Design mem_arbiter, sky130hd; sources not shown.
Fig. 1: run 1, placed standard cells
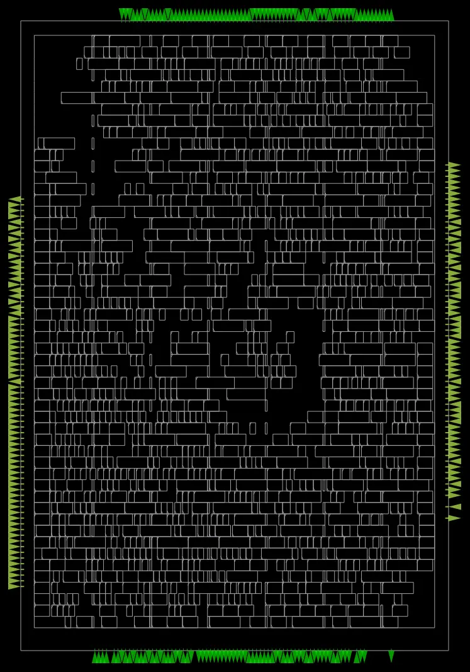
Layout fillers: 1140
fraction of area in registers: 29.14%
post-layout util: 70.06%
Seq cells: 138
Finished Layout Cells: 1347

Fig. 2: run 1, routed metal, one colour a layer
Drawn at 2 px/um. Only two layers are drawn.
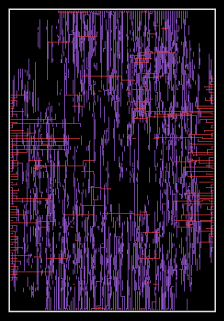
purple -> met2  # wire length 9810 um
red -> met3  # wire length 1320 um
DR vias: 6605
DRT Wirelength: 19440 um

Fig. 3: run 1, layout detail
Window x 36 to 66, y 60 to 90 um. Cells in grey, sequential cells in the stronger grey; small squares are vias.
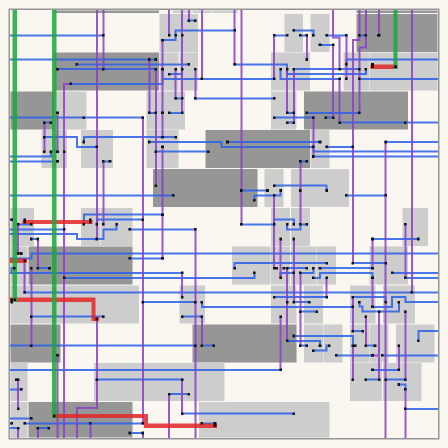
blue -> met1
green -> met4
purple -> met2
red -> met3
cells with their middle in the window = 54
most frequent = dfxtp_1 (8), inv_1 (7), nand2_1 (6)
sequential cells in the window = 8

==> metrics.yaml, run 1 <==
outcome: "complete, no violations"
row_count: 52
top_area_share_pct: 44.20
r2r_cells: 9
yosys_cells: 933
cp.required_ns: 4.02
mostFrequentLayoutCells: "nand2_1 (314), clkdlybuf4s50_1 (268), dfxtp_1 (138)"
clock_path_buffers: 2
drv_cap: 0
layout.nets: 1307
arrival_ns: 3.32
ys_sh_adder_pct: 0
crit_path_end_kind: "output pin"
worst_pin_slew_ns: 1.166
crit_chain: "clkdlybuf4s50_1 -> inv_1 -> nor3_1 -> clkdlybuf4s50_1"
clk_pin_slew_ns: 0.07
h-tree-depth: 4
ys_async_sr_fraction_pct: 0
min_period_ns: 5.118
antenna_left: 0
num_antenna_cells: 0
path_common_cell: "clkdlybuf4s50_1"
cts.sinks: 138
syn_area_per_cell_um2: 6.700
ys_seq_share_pct: 44.20
yosysTopAreaCell: "dfxtp_1"
internal-power_mw: 1.660
syn-cell-area_um2: 6251
clkbuf_count: 19
grt_max_degree: 69
ys_sh_mux_pct: 1.601
cts_resized: 0
start_kind: "primary input"
pre_cts_slack_ns: 0.7153
cts_setup_buffers: 0
p_leak_nw: 4.082
ys.flops: 138
drive_gt1_share_pct: 4.557
grt_first_pass_wirelength_um: 30690
fmax_ghz: 0.1954
slowest_stage: "clkdlybuf4s50_1"
path_delay_family: "buffers and inverters"
use_met3_pct: 5.656
crit_cells: 4
logic_area_um2: 2770
rsz0062_at_grt: "no"
first_iter_violations: 256
p_seq_share_pct: 43.4
top_layer_used: "met4"
comb_share_pct: 29.22
power_clock_mw: 1.04
dieArea_um2: 15370
power.net_switching_mw: 0.5194
dp_cells: 1315
synthTopCellsByArea: "dfxtp_1 (44%), nand2_1 (19%), a21oi_1 (6.7%)"
die_x_um: 102.2
fp_util_pct: 46.19
antenna_found_initial: 0
edf_count: 0
ir_drop_mv: 0.1894
hold_path_depth: 2
pg_comb_mw: 0.188
top_logic_kind: "simple AND/OR/NAND/NOR gates"
clock-root-buffer: "clkbuf_16"
n_all_buffers: 277
viasPerCell: 4.903
p_sw_share_pct: 23.84
cp_num_buf_inv: 3
crit_type: "primary input to output pin"
grt_use_total_pct: 25.39
use_met1_pct: 28.20
port_buffers: 269
p_clk_share_pct: 47.9
tritoncts: "yes"
place_hpwl_um: 13930
regArea_um2: 2763
hold_viol: 0
power_density_nw_per_um2: 229.8
syn_nets: 1068
top_cells_by_count: "nand2_1 (314), dfxtp_1 (138), inv_1 (109)"
ys_chip_area_um2: 6251
cts_hold_buf: 0
slowest_delay_ns: 0.64
area_delta_synth_final_pct: 51.68
clock_latency_ns: 0.41
top_cell: "nand2_1"
worst_hold_slack_ns: 0.4052
taps: 162
finalPower_mw: 2.179
finalSetupViolCount: 0
mostFrequentLayoutCell: "nand2_1"
largest_class: "logic gates"
reg2reg_slack_ns: 2.84
seq_power_mw: 0.947
hold_class: "register to register"
tool_warnings: 26
drv_slew: 0
routedWlPerCell_um: 14.43
wl_met2_um: 9809
synth_cells: 933
xor_share_pct: 0
cts_buffers: 17
route.met3.wl_um: 1324
stdcell_area_um2: 9482
overflow: 0
crit_path_max_fanout: 3
wl_met1_um: 7247
setup_tns_ns: 0
ys.warnings.count: 0
fin_ws_ns: 0.7022
final-clk-cell-share_pct: 6.070
fp.coreArea_um2: 13530
synthAoiAreaFrac_pct: 8.026
max_slew_margin_pct: 22.18
comb_power_share_pct: 8.7
ios: 270
post-route-period-util_pct: 87.93
synthFlopType: "dfxtp_1"
grt_util_met2_pct: 43.33
place_area_um2: 8906
ys_types: 25
Fig. 4: run 1, wiring heat map
Drawn at 2 px/um. The die is cut into 20 by 30 equal tiles; dark purple is low, yellow is high, scaled to the fullest tile. Values are wire area over tile area, all layers added.
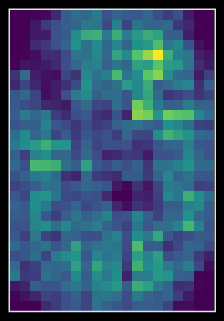

## Run 2: what changed since run 1
- CORE_MARGIN: 3 -> 10
Fig. 5: run 2, wiring heat map
Drawn at 1.5 px/um. The die is cut into 23 by 33 equal tiles; dark purple is low, yellow is high, scaled to the fullest tile. Values are wire area over tile area, all layers added.
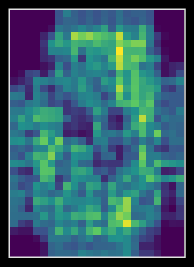
fullest tile = 0.52
mean over tiles = 0.19
nearly empty tiles = 11%
wire per inst: 15.89 um
GRT Overall Usage: 21.73%
DR vias: 6625
DRT Wirelength: 21390 um

==> run 2 against run 1 <==
Die size rose by 24%. Register-to-register slack got worse by 0.02 ns. Utilization rose by 0.42 points. Flip-flop count did not move. Design area rose by 0.59%. Maximum frequency fell by 0.18%. Critical path depth fell by 1. Combinational power barely moved. Total power rose by 4.9%. Sequential power barely moved. Largest cell class unchanged.
==> metrics.yaml, run 2 <==
outcome: "complete, no violations"
viasPerCell: 4.922
post-route-period-util_pct: 88.09
path_delay_family: "buffers and inverters"
edf_count: 0
comb_power_share_pct: 8.3
route.met3.wl_um: 1574
cp.required_ns: 4.02
synthTopCellsByArea: "dfxtp_1 (44%), nand2_1 (19%), a21oi_1 (6.7%)"
antenna_left: 0
reg2reg_slack_ns: 2.82
cts_hold_buf: 0
hold_class: "register to register"
crit_chain: "clkdlybuf4s50_1 -> nor3_1 -> clkdlybuf4s50_1"
finalSetupViolCount: 0
ys_async_sr_fraction_pct: 0
mostFrequentLayoutCell: "nand2_1"
overflow: 0
fp_util_pct: 46.19
use_met3_pct: 6.535
fin_cells: 1346
crit_cells: 3
ys.warnings.count: 0
final-clk-cell-share_pct: 6.625
internal-power_mw: 1.783
cts_buffers: 17
setup_tns_ns: 0
synthFlopType: "dfxtp_1"
clock_latency_ns: 0.41
ys_sh_mux_pct: 1.601
top_cells_by_count: "nand2_1 (314), dfxtp_1 (138), inv_1 (109)"
cp_num_buf_inv: 2
power.net_switching_mw: 0.5029
yosysTopAreaCell: "dfxtp_1"
ios: 270
fin_ws_ns: 0.6929
layout.nets: 1307
tool_warnings: 26
crit_path_end_kind: "output pin"
wl_met2_um: 10950
cts_resized: 0
arrival_ns: 3.33
use_met1_pct: 23.20
clkbuf_count: 18
crit_path_max_fanout: 8
seq_power_mw: 0.947
seqAreaFraction_pct: 28.96
pre_cts_slack_ns: 0.7130
fill_cells: 1153
logic_area_um2: 2770
wl_met1_um: 7947
start_kind: "primary input"
grt_first_pass_wirelength_um: 32980
worst_pin_slew_ns: 1.155
first_iter_violations: 323
min_period_ns: 5.127
cts.sinks: 138
seq_cells: 138
syn_nets: 1068
p_clk_share_pct: 50.3
ys.flops: 138
ys_sh_adder_pct: 0
drv_slew: 0
ys_types: 25
drv_cap: 0
p_leak_nw: 4.122
synthAoiAreaFrac_pct: 8.026
ys_chip_area_um2: 6251
finalPower_mw: 2.286
power_density_nw_per_um2: 239.6
path_common_cell: "clkdlybuf4s50_1"
drive_gt1_share_pct: 4.561
antenna_found_initial: 0
comb_share_pct: 29.04
port_buffers: 269
mostFrequentLayoutCells: "nand2_1 (314), clkdlybuf4s50_1 (268), dfxtp_1 (138)"
area_delta_synth_final_pct: 52.58
crit_type: "primary input to output pin"
n_all_buffers: 277
place_hpwl_um: 15940
top_cell: "nand2_1"
fp.coreArea_um2: 13530
largest_class: "logic gates"
ir_drop_mv: 0.1814
grt_max_degree: 69
place_area_um2: 8906
syn-cell-area_um2: 6251
die_x_um: 116.2
p_seq_share_pct: 41.4
h-tree-depth: 4
taps: 162
slowest_delay_ns: 0.62
logic_gates: 626
cts_setup_buffers: 0
row_count: 52
pg_comb_mw: 0.189
top_layer_used: "met4"
dp_cells: 1315
top_logic_kind: "simple AND/OR/NAND/NOR gates"
tritoncts: "yes"
clock_path_buffers: 2
grt_util_met2_pct: 37.61
fin_util_pct: 70.48
ys_seq_share_pct: 44.20
dieArea_um2: 19100
yosys_cells: 933
rsz0062_at_grt: "no"
regArea_um2: 2763
p_sw_share_pct: 22.00
slowest_stage: "clkdlybuf4s50_1"
max_slew_margin_pct: 22.91
fmax_ghz: 0.1950
top_area_share_pct: 44.20
syn_area_per_cell_um2: 6.700
xor_share_pct: 0
hold_viol: 0
stdcell_area_um2: 9538
Fig. 6: run 2, layout detail
Window x 43 to 73, y 67 to 97 um. Cells in grey, sequential cells in the stronger grey; small squares are vias.
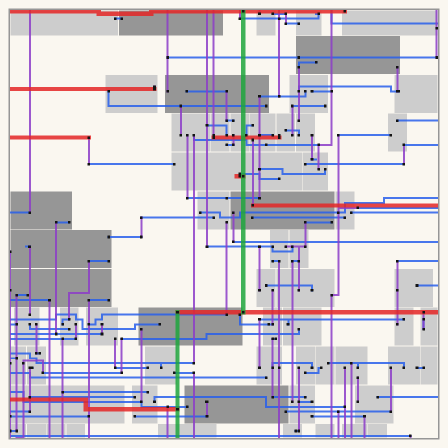
purple -> met2
red -> met3
green -> met4
blue -> met1
most frequent = dfxtp_1 (9), nor2_1 (6), nand2_1 (5)
sequential cells in the window = 9
cells with their middle in the window = 50

Power and IR drop assume default switching activity.
